### config.mk
export PLATFORM = sky130hd
export DESIGN_NAME = mix_columns_iter
export DESIGN_NICKNAME = d
export VERILOG_FILES = /design/src/rtl/aes_pkg.sv /design/src/rtl/gf_mix_column.sv /design/src/rtl/mix_columns_iter.sv
export SDC_FILE = /design/constraint.sdc
export NUM_CORES = 1
export LEC_CHECK = 0
export CAP_MARGIN = 20
export CORE_AREA = 8 8 171 173
export CTS_CLUSTER_SIZE = 8
export DETAILED_ROUTE_END_ITERATION = 10
export DIE_AREA = 0 0 179 181
export GPL_TIMING_DRIVEN = 1
export PLACE_DENSITY = 0.85
export SYNTH_ARGS = -nofsm -noshare
export SYNTH_HDL_FRONTEND = slang
export SYNTH_HIERARCHICAL = 1
export SYNTH_SLANG_ARGS = --single-unit
export TNS_END_PERCENT = 50
### constraint.sdc
create_clock -name clk -period 6 [get_ports clk]
set_clock_uncertainty 0.1 [all_clocks]
set_input_delay 0.6 -clock clk [delete_from_list [all_inputs] [get_ports clk]]
set_output_delay 0.6 -clock clk [all_outputs]
set_load 0.05 [all_outputs]
### src/rtl/aes_pkg.sv
// Shared AES constants, GF(2^8) helpers and FSM encoding for the cipher round stages.
// Latency: n/a (package). Backpressure: n/a.
package aes_pkg;

    localparam logic [7:0] AES_POLY = 8'h1B;

    localparam int COL_W    = 32;
    localparam int NUM_COLS = 4;

    // Byte lane of each row inside a column word: row0 sits in [31:24].
    localparam int LANE_ROW0 = 3;
    localparam int LANE_ROW1 = 2;
    localparam int LANE_ROW2 = 1;
    localparam int LANE_ROW3 = 0;

    typedef enum logic [1:0] {
        ST_IDLE = 2'd0,
        ST_BUSY = 2'd1,
        ST_DONE = 2'd2
    } mc_state_e;

    function automatic logic [7:0] xtime(input logic [7:0] b);
        return {b[6:0], 1'b0} ^ (b[7] ? AES_POLY : 8'h00);
    endfunction

endpackage

### src/rtl/gf_mix_column.sv
// MixColumns on one 32-bit column over GF(2^8).
// Latency: combinational. Backpressure: none.
module gf_mix_column
    import aes_pkg::*;
(
    input  logic [31:0] col_i,
    output logic [31:0] col_o
);

    logic [7:0] a0, a1, a2, a3;
    logic [7:0] r0, r1, r2, r3;

    always_comb begin
        a0 = col_i[LANE_ROW0*8 +: 8];
        a1 = col_i[LANE_ROW1*8 +: 8];
        a2 = col_i[LANE_ROW2*8 +: 8];
        a3 = col_i[LANE_ROW3*8 +: 8];

        // 3x = xtime(x) ^ x
        r0 = xtime(a0) ^ (xtime(a1) ^ a1) ^ a2 ^ a3;
        r1 = a0 ^ xtime(a1) ^ (xtime(a2) ^ a2) ^ a3;
        r2 = a0 ^ a1 ^ xtime(a2) ^ (xtime(a3) ^ a3);
        r3 = (xtime(a0) ^ a0) ^ a1 ^ a2 ^ xtime(a3);

        col_o = 32'h0;
        col_o[LANE_ROW0*8 +: 8] = r0;
        col_o[LANE_ROW1*8 +: 8] = r1;
        col_o[LANE_ROW2*8 +: 8] = r2;
        col_o[LANE_ROW3*8 +: 8] = r3;
    end

endmodule

### src/rtl/mix_columns_iter.sv
// AES MixColumns stage, one column per cycle through a shared mixer; final round bypasses.
// Latency: accept->out_valid 5 cycles (bypass 1). Backpressure: holds result until out_ready, in_ready=0 meanwhile.
module mix_columns_iter
    import aes_pkg::*;
#(
    parameter int DATA_WIDTH = 32  // only 32 is meaningful: 4 rows x 8 bits
) (
    input  logic                  clk,
    input  logic                  rst_n,
    input  logic                  in_valid,
    output logic                  in_ready,
    input  logic                  in_last_round,
    input  logic [DATA_WIDTH-1:0] in_mc0,
    input  logic [DATA_WIDTH-1:0] in_mc1,
    input  logic [DATA_WIDTH-1:0] in_mc2,
    input  logic [DATA_WIDTH-1:0] in_mc3,
    output logic                  out_valid,
    input  logic                  out_ready,
    output logic [DATA_WIDTH-1:0] out_mc0,
    output logic [DATA_WIDTH-1:0] out_mc1,
    output logic [DATA_WIDTH-1:0] out_mc2,
    output logic [DATA_WIDTH-1:0] out_mc3
);

    mc_state_e                             state_q, state_d;
    logic [1:0]                            col_cnt_q, col_cnt_d;
    logic                                  last_q, last_d;
    logic                                  out_valid_q, out_valid_d;
    logic [NUM_COLS-1:0][DATA_WIDTH-1:0]   src_q, src_d;
    logic [NUM_COLS-1:0][DATA_WIDTH-1:0]   res_q, res_d;
    logic [DATA_WIDTH-1:0]                 mix_in, mix_out;
    logic                                  accept;

    assign in_ready = (state_q == ST_IDLE);
    assign accept   = in_valid & in_ready;
    assign mix_in   = src_q[col_cnt_q];

    gf_mix_column u_mix (
        .col_i (mix_in),
        .col_o (mix_out)
    );

    always_comb begin
        state_d     = state_q;
        col_cnt_d   = col_cnt_q;
        last_d      = last_q;
        out_valid_d = out_valid_q;
        src_d       = src_q;
        res_d       = res_q;

        case (state_q)
            ST_IDLE: begin
                if (accept) begin
                    src_d     = {in_mc3, in_mc2, in_mc1, in_mc0};
                    last_d    = in_last_round;
                    col_cnt_d = 2'd0;
                    state_d   = in_last_round ? ST_DONE : ST_BUSY;
                end
            end
            ST_BUSY: begin
                res_d[col_cnt_q] = mix_out;
                col_cnt_d        = col_cnt_q + 2'd1;
                if (col_cnt_q == 2'd3) begin
                    state_d = ST_DONE;
                end
            end
            ST_DONE: begin
                // Result presentation lags DONE entry by one edge, so the bypass copy lands with out_valid.
                if (!out_valid_q) begin
                    out_valid_d = 1'b1;
                    if (last_q) begin
                        res_d = src_q;
                    end
                end else if (out_ready) begin
                    out_valid_d = 1'b0;
                    state_d     = ST_IDLE;
                end
            end
            default: begin
                state_d = ST_IDLE;
            end
        endcase
    end

    always_ff @(posedge clk or negedge rst_n) begin
        if (!rst_n) begin
            state_q     <= ST_IDLE;
            col_cnt_q   <= 2'd0;
            last_q      <= 1'b0;
            out_valid_q <= 1'b0;
            src_q       <= '0;
            res_q       <= '0;
        end else begin
            state_q     <= state_d;
            col_cnt_q   <= col_cnt_d;
            last_q      <= last_d;
            out_valid_q <= out_valid_d;
            src_q       <= src_d;
            res_q       <= res_d;
        end
    end

    assign out_valid = out_valid_q;
    assign out_mc0   = res_q[0];
    assign out_mc1   = res_q[1];
    assign out_mc2   = res_q[2];
    assign out_mc3   = res_q[3];

endmodule

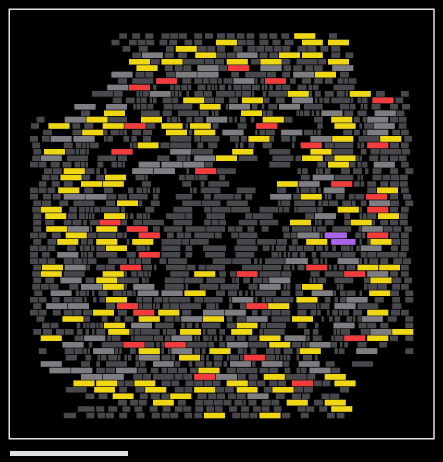
run_1/flops_by_reg.png
Scale bar: 50 um.
Yellow marks `src_q`, sequential cells 128, where spread over the die. Purple marks `state_q`, sequential cells 2. Red marks `out_mc0`, sequential cells 32.
Another 100 sequential cells are not colored.

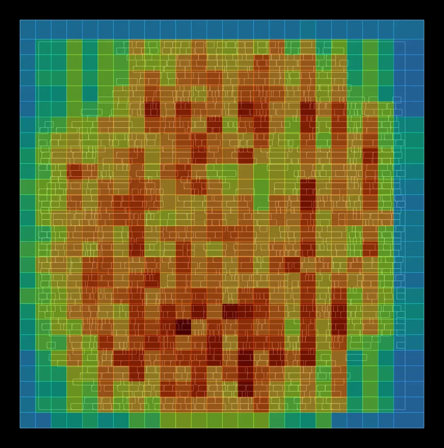
run_1/congestion.png
utilization after layout: 0.680
GR Util met1: 0.349
All-Layer GR Usage: 0.267

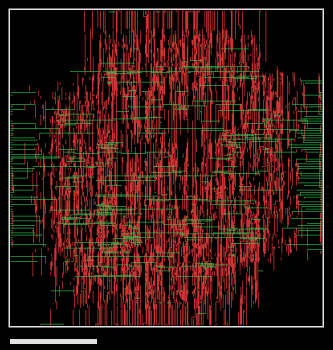
run_1/wires.png
Scale bar: 50 um. Only two layers are drawn.
Green marks metal 3, wire length 3990 um. Red marks metal 2, wire length 21.1 mm.

==> run 1: final timing paths <==
kind                         startpoint          end  cells past startpoint
setup / recovery           col_cnt_q[0]  out_mc3[31]                      7
hold / removal                    rst_n   out_mc2[6]                      1
setup reg to reg           col_cnt_q[0]  out_mc3[31]                      7
hold reg to reg             out_mc2[18]  out_mc2[18]                      1
max in group asynchronous         rst_n   state_q[1]                      2
min in group clk            out_mc2[18]  out_mc2[18]                      1
==> run 1: per-layer routing <==
layer  global-route usage  vias to the layer above  share of wire
li1                     -                     4462              -
met1                0.349                     5463           0.39
met2                0.424                      626           0.48
met5                    0                        -              0
met4                0.108                        0          0.034
met3               0.0584                      113          0.091
==> run 1: worst max-delay path: stages (launching register included) <==
cell and delay, ps:
dfrtp_2 1000, buf_4 400, mux4_2 640, xnor2_1 460, xor3_1 500, nand2_1 130
o21ai_0 100, mux2_2 300
==> run 1: cells by family after synthesis <==
family	count (synthesis)
and+or+nand+nor	270
buffers and inverters	102
DFF	262
adders and majority gates	5
xor gates and xnor gates	75
muxes	289
AOI/OAI and AO/OA	138
==> run 1: through the flow <==
stage | instance area (um2) | setup WS (ps)
floorplan | 14300 | 2980
global placement | 17000 | 2310
detailed placement | 17000 | 2280
CTS | 18000 | 2230
global route | 18000 | 2030
finish | 18000 | 2240
==> run 1: sequential cells by signal, indices dropped and copies added (netlist names) <==
register   flops
src_q        128
out_mc0       32
out_mc1       32
out_mc2       32
out_mc3       32
col_cnt_q      2
state_q        2
last_q         1
out_valid      1
==> CHANGELOG.md, run 1 <==
## Implementation

- Status: finished clean
- Largest net degree at the start of global routing: 136
- Max clock buf depth: 3
- Dominant Register Cell: dfrtp_1
- # Taps: approximately 340
- Final-stage net count: approximately 1.5k
- Area delta synth->final: 25.7%
- Register area: ~6600 um2
- DRC violations left: 0
- Dominant cell by count in the synthesized netlist: dfrtp_1
- Yosys stat cell total: between 1k and 1.5k
- Max Cap Violations: 0
- Multi-input logic portion of the cell area: 0.401
- Post-DP HPWL: between 20 and 30 mm
- Via count of the first global-routing pass: around 11k
- Inverters, non-clock: 3
- YS chip area: approximately 14000 um2
- First-pass GRT wire length: ~67 mm
- Synth Instances: 1141
- Post-synth ARST share: 1.00
- Slew Viols, Final: 0
- Signal buf overhead: 0.152
- CP endpoint kind: flip-flop
- Required time worst endpoint: approximately 6300 ps
- Tool Warnings: 34
- Die area: 32400 um2
- Netlist cell types: 33
- Placed cells: around 1.7k
- Die height: around 180 um
- Flop Count: ~260
- MI comb area: between 7000 and 8000 um2
- Simple share: 0.107
- Diodes inserted: 0
- Maximum fanout along the worst path: 27
- Netlist Area Pre-Place: 14300 um2
- Area fraction in mux cells: 0.252
- Worst setup path category: reg -> reg
- Seq/Total Area, Yosys: 0.458
- Setup TNS: 0 ps
- DRT antenna net count: 0
- Vias per cell: about 6.3
- Fill count: between 1.5k and 2k
- Startpoint types: flip-flop
- Slew at the pin closest to its max-slew limit: 1130 ps
- Root buffer cell: clkbuf_16
- Ao+oa area frac: 0.0494
- Clock Buffer Count: 44
- CTS buffer count: 38
- Dominant kind of combinational cell: multiplexers
- Num ports: around 260
- Clk cell area share: 0.0582
- Grt ovf: 0
- Hold WS: approximately 60 ps
- Setup Fix Bufs, Post-CTS: 0
- Unrepaired setup endpoints after global routing: false
- Fin. Hold Viols: 0
- GPL Wtd Cong: between 0.8 and 0.9
- Post-synth regs: about 260
- Top cell excl fill/tap: clkdlybuf4s50_1
- Clk sink count: between 200 and 300
- Leading cell kind: combinational gates
- Adder Area Share: 0.00437
- FP Rows: about 60
- Initial Utilization: 0.540
- Cell taking the most area after synthesis: dfrtp_1
- Cts hold-fix bufs: 0
- Crit share post-route: 0.627
- Yosys warning tally: 6
- Arr. time, crit path: roughly 4100 ps
- Finished Layout Cells: between 1.5k and 2k
- Buffers, non-clock: roughly 270
- Seq/total area: 0.364
- Reg clk slew, reported paths: 50 ps
- Initial antenna violation count: 0
- CTS resizes: 0
- Commonest cells post-synth: dfrtp_1 (262), mux2_2 (176), nand2_1 (130), o21ai_0 (130), nand3b_1 (128)
- Mi-comb count: approximately 800
- Hold/Removal Path Class: in -> async
- Syn Area/Cell: about 13 um2
- Cell area leaders: dfrtp_1 (46%), mux2_2 (14%), nand3b_1 (6.7%), mux2_1 (6.4%), mux4_2 (5.0%)
- Port bufs: 262
- R2R setup slack: roughly 2200 ps
==> run 1 -> run 2 <==
- CORE_AREA: 8 8 171 173 -> 8 8 182 184
- DIE_AREA: 0 0 179 181 -> 0 0 190 192
- PLACE_DENSITY: 0.85 -> 0.8
- clock period: 6 -> 3.2 ns (I/O delays scaled with it)
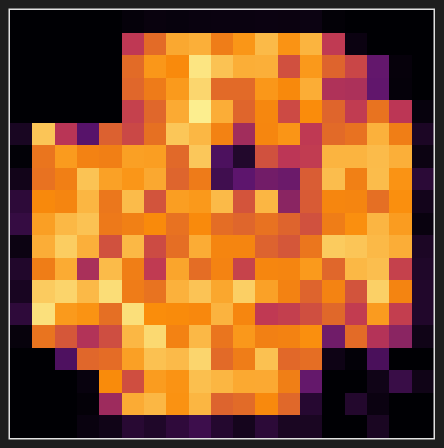
run_2/cell_density.png
The die is cut into 19 by 19 equal tiles; black is low, pale yellow is high, 0 to 100% covered.
The emptiest ninth of the die: upper left. 29% of the tiles are over 75% full. 18% of the tiles are nearly empty. The fullest tile reaches 96%.

==> run 2 against run 1 <==
Against the previous run:
- non-clock buffer count rose by 22
- global-route usage down 2.1 points
- via count is 0.38% lower
- critical path type unchanged
- highest routed layer unchanged
==> CHANGELOG.md, run 2 <==
## Implementation

- Post-synth regs: around 260
- Setup Fix Bufs, Post-CTS: 0
- Gr busiest metal: met2
- Tool Warnings: 30
- Setup TNS: 0 ps
- FP Rows: about 64
- Post-Route M1 WL: approximately 19 mm
- Met3 Use GR: 0.0505
- DR WL met3: 3.54 mm
- Yosys warning tally: 6
- Fin. Hold Viols: 0
- Post-placement cell area: 17300 um2
- Initial antenna violation count: 0
- Slew Viols, Final: 0
- First-pass GRT wire length: 69.2 mm
- Final Cell Area: ~18000 um2
- Met2 WL: 21.4 mm
- Pre-CTS setup slack: around 180 ps
- Dominant cell by count in the synthesized netlist: dfrtp_1
- Grt ovf: 0
- CP endpoint kind: flip-flop
- Syn Area/Cell: roughly 13 um2
- Unrepaired setup endpoints after global routing: false
- Required time worst endpoint: 3490 ps
- Top cell excl fill/tap: clkdlybuf4s50_1
- Max incr delay on CP: 600 ps
- DRT antenna net count: 0
- CTS buffer count: 38
- YS chip area: 14300 um2
- Met2 Use GR: 0.391
- Post-DP HPWL: a little over 30 mm
- Initial Utilization: 0.474
- Cell area leaders: dfrtp_1 (46%), mux2_2 (14%), nand3b_1 (6.7%), mux2_1 (6.4%), mux4_2 (5.0%)
- Startpoint types: flip-flop
- Port bufs: around 260
- Worst setup path category: reg -> reg
- Hold/Removal Path Class: in -> reg
- Root buffer cell: clkbuf_16
- Yosys stat cell total: ~1.1k
- Finished Layout Cells: about 1.8k
- Synth Instances: 1141
- Biggest register: src_q
- Post-layout worst setup margin: ~60 ps
- Status: finished clean
- DRC violations left: 0
- Max Cap Violations: 0
- Vias per cell: approximately 6
- Number of flip-flops in the largest register: ~130
- Crit share post-route: 0.981
- Final-stage net count: between 1.5k and 2k
- Seq/Total Area, Yosys: 0.458
- CTS resizes: 0
- Crit-path cells: buf_12 > mux4_2 > xnor2_1 > xnor3_1 > nand2_1 > o21ai_0 > mux2_1
- Num ports: 263
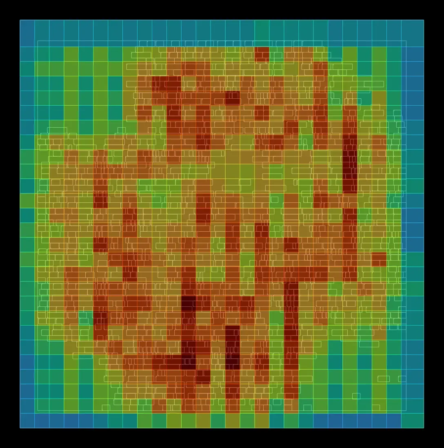
run_2/congestion.png
All-Layer GR Usage: 0.246
utilization after layout: 0.608

[run 2: cell counts after synthesis]
No cell type changed its count.
[run 2: final timing paths]
| path | start | to | slack, ps | cells after the start |
|---|---|---|---|---|
| worst max-delay path | col_cnt_q[0] | out_mc0[29] | 60 | 7 |
| worst min-delay path | in_mc0[6] | src_q[6] | 320 | 2 |
| worst max register to register | col_cnt_q[0] | out_mc0[29] | 60 | 7 |
| worst min register to register | out_mc1[4] | out_mc1[4] | 390 | 1 |
| max in group asynchronous | rst_n | out_mc0[21] | 1790 | 3 |
| min in group asynchronous | rst_n | src_q[94] | 340 | 2 |
[run 2: layout make-up]
| class | instances | area (um2) |
|---|---|---|
| Sequential cell | 262 | 6560 |
| Clock buffer | 46 | 1040 |
| Multi-Input combinational cell | 777 | 7220 |
| Timing Repair Buffer | 295 | 3020 |
| Inverter | 3 | 11.3 |
| Fill cell | 2345 | 11800 |
| Tap cell | 396 | 495 |
[run 2: kinds of logic (layout without fill, tap and decap cells)]
kind of cell | Yosys count | in the layout | share of synthesized area
and+or+nand+nor | 270 | 270 | 0.107
adders and majority gates | 5 | 5 | 0.00437
xor gates and xnor gates | 75 | 75 | 0.0909
AOI/OAI and AO/OA | 138 | 138 | 0.0494
DFF | 262 | 262 | 0.458
buffers and inverters | 102 | 344 | 0.0385
muxes | 289 | 289 | 0.252
[run 2: worst max-delay path: cells and delay by family (launching register included)]
kind                      cells  cell delay [ps]
buffers and inverters         1              220
and+or+nand+nor               1              120
muxes                         2              920
AOI/OAI and AO/OA             1              100
DFF                           1              410
xor gates and xnor gates      2             1120
==> run 2 -> run 3 <==
- CORE_AREA: 8 8 182 184 -> 8 8 171 173
- DIE_AREA: 0 0 190 192 -> 0 0 179 181
- DONT_BUFFER_PORTS: default -> 1
- PLACE_DENSITY: 0.8 -> 0.73
- clock period: 3.2 -> 3.1 ns (I/O delays scaled with it)
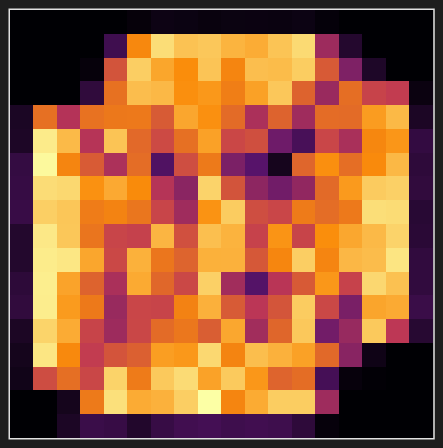
run_3/cell_density.png
The die is cut into 18 by 18 equal tiles; black is low, pale yellow is high, 0 to 100% covered.
14% of the tiles are nearly empty. The fullest tile reaches 100%. 32% of the tiles are over 75% full. The mean over all tiles is 51%.

==> run 3 against run 2 <==
Against the previous run:
- the flow now finishes with violations (hold timing)
- setup slack improved by 27 ps
- clock-buffer cell count fell by 3
- first-iteration DRC count rose by 0.96%
- die area fell by 11%
- worst hold slack worse by 910 ps
- cell area down 7.6%
- final cell count is 10% lower
- fmax is 4.2% higher
- largest cell class unchanged
- sequential cell count unchanged
- register-to-register slack improved by 30 ps
==> CHANGELOG.md, run 3 <==
## Implementation

- Failing checks: hold timing
- Top cell excl fill/tap: dfrtp_1
- FP Rows: around 60
- Slew at the pin closest to its max-slew limit: ~640 ps
- Yosys warning tally: 6
- Gr busiest metal: met2
- Met3 Use GR: 0.0819
- Num ports: roughly 260
- Reg clk slew, reported paths: approximately 50 ps
- Dominant cell by count in the synthesized netlist: dfrtp_1
- GPL Wtd Cong: 0.902
- CTS resizes: 0
- Utilization after layout: 0.640
- Netlist Area Pre-Place: between 10000 and 15000 um2
- Dominant Register Cell: dfrtp_1
- Tool Warnings: 35
- Seq/Total Area, Yosys: 0.458
- Maximum fanout along the worst path: 16
- R2R setup slack: 90 ps
- Cell taking the most area after synthesis: dfrtp_1
- Post-DP HPWL: ~29 mm
- Final-stage net count: 1389
- Root buffer cell: clkbuf_16
- Grt ovf: 0
- CTS buffer count: 38
- Initial DRC Count: 951
- Die area: about 32000 um2
- Met2 Use GR: 0.430
- Setup Fix Bufs, Post-CTS: 0
- Fin. Hold Viols: 262
- Post-synth regs: 262
- Commonest cells post-synth: dfrtp_1 (262), mux2_2 (176), nand2_1 (130), o21ai_0 (130), nand3b_1 (128)
- Worst R2R End: out_mc3[29]
- Setup TNS: 0 ps
- Via count of the first global-routing pass: 10.5k
- DRC violations left: 0
- GR Util met1: 0.337
- Required time worst endpoint: 3380 ps
- CP max-delay cell: mux4_2
- Number of flip-flops in the largest register: roughly 130
- Largest net degree at the start of global routing: ~260
- Yosys stat cell total: 1141
- Die height: between 150 and 200 um
- Clk sink count: roughly 260
- Cell area leaders: dfrtp_1 (46%), mux2_2 (14%), nand3b_1 (6.7%), mux2_1 (6.4%), mux4_2 (5.0%)
- Max incr delay on CP: 630 ps
- Post-synth ARST share: 1.00
- Cts hold-fix bufs: around 130
- Port bufs: 0
- DR WL met3: between 4 and 5 mm
- Final Cell Area: ~17000 um2
- Highest Signal Layer: met4
- Biggest register: src_q
- Crit-path cells: buf_12 > mux4_2 > xnor2_1 > buf_4 > xnor3_1 > nand2_1 > o21ai_0 > mux2_1
- Crit share post-route: 0.971
- Hold WS: -591 ps
- Worst setup path category: reg -> reg
- Status: finished, violations left
- Initial antenna violation count: 2
- Synth Instances: between 1k and 1.5k
- Max Cap Violations: 0
- Area delta synth->final: 18.5%
- Unrepaired setup endpoints after global routing: false
- Worst R2R Path Depth: 8
- Post-placement cell area: around 15000 um2
- Post-Route M1 WL: about 17 mm
- Netlist cell types: 33
- Arr. time, crit path: roughly 3300 ps
- Worst flop-to-flop path startpoint: col_cnt_q[0]
- CP endpoint kind: flip-flop
- Initial Utilization: 0.540
- Met2 WL: around 21 mm
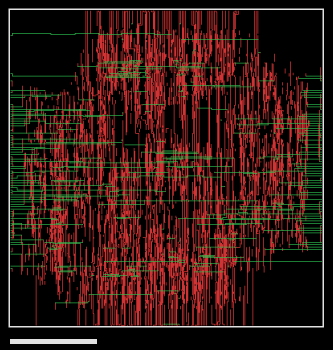
run_3/wires.png
Scale bar: 50 um. Only two layers are drawn.
Red marks metal 2, wire length 21.3 mm. Green marks metal 3, wire length 4290 um.
All-Layer GR Usage: 0.265
final wirelength: 43.4 mm
drt wl/cell: 27.2 um

[run 3: through the flow]
step / hold WS, ps / setup slack [ps] / cells
2_1_floorplan: -85.6 / 75.3 / 1141
3_3_place_gp: -77.3 / 185 / 1421
3_5_place_dp: -74.3 / 127 / 1421
4_1_cts: -613 / 102 / 1596
5_1_grt: -605 / 3.20 / 1598
6_report: -591 / 88.4 / 1599
[run 3: worst max-delay path: cells and delay by family (launching register included)]
kind,cells,cell delay (ps)
AND-OR/OR-AND,1,80
XOR/XNOR,2,800
multiplexers,2,930
flip-flops,1,440
buffers and inverters,2,400
AND/OR/NAND/NOR,1,110
[run 3: worst max path at each step]
| stage | startpoint | end |
|---|---|---|
| after floorplan | col_cnt_q[0] | out_mc2[17] |
| after global placement | col_cnt_q[0] | out_mc2[28] |
| after detailed placement | col_cnt_q[0] | out_mc3[29] |
| after CTS | col_cnt_q[0] | out_mc3[25] |
| after global routing | col_cnt_q[0] | out_mc3[25] |
| final | col_cnt_q[0] | out_mc3[29] |
[run 3: logic make-up (layout without fill, tap and decap cells)]
logic type / Yosys count / count (layout) / share of synthesized area
fa+ha+maj: 5 / 5 / 0.00437
xor+xnor: 75 / 75 / 0.0909
mux: 289 / 289 / 0.252
flops: 262 / 262 / 0.458
simple gates: 270 / 270 / 0.107
buf+inv: 102 / 216 / 0.0385
other cells: 0 / 3 / 0
compound gates: 138 / 138 / 0.0494
[run 3: cell type report]
class,instances,area (um2)
well taps,341,427
diodes,3,7.51
clock inverters,1,8.76
flip-flops and latches,262,6560
clock buffers,43,1000
inverters,3,11.3
repair buffers,169,1720
multi-input cells,777,7230
fillers,1943,9530

==> gallery <==
Placement by cell class.
Scale bar: 50 um. Fill, decap, tap and diode cells in gray.
(a)
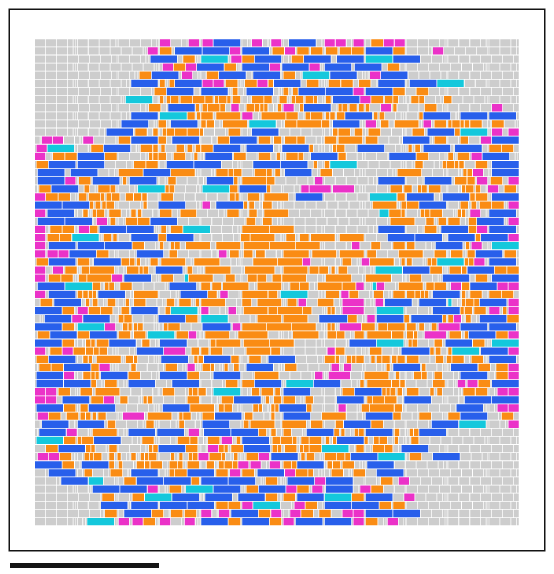
(b)
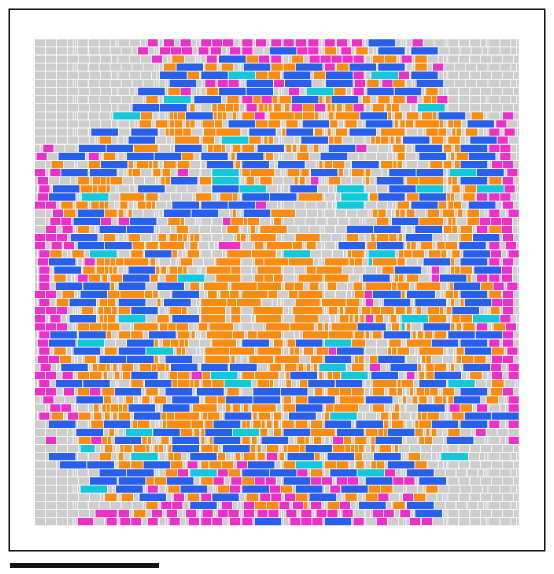
(c)
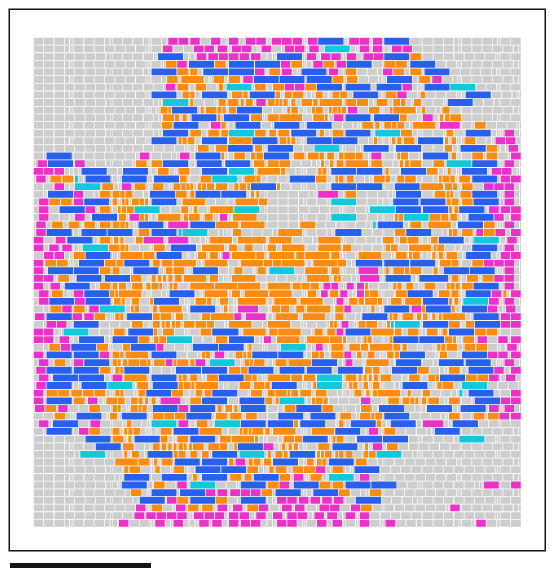
(c) is run 2.
(b) is run 1.
(a) is run 3.

Key to (a):
Orange marks combinational and other logic, cells 780, share of their area 44%. Cyan marks clock drivers and dummy loads, cells 44, share of their area 6.1%. Blue marks sequential cells, cells 262, share of their area 40%. Magenta marks remaining buffers and delay cells, cells 169, share of their area 10%.

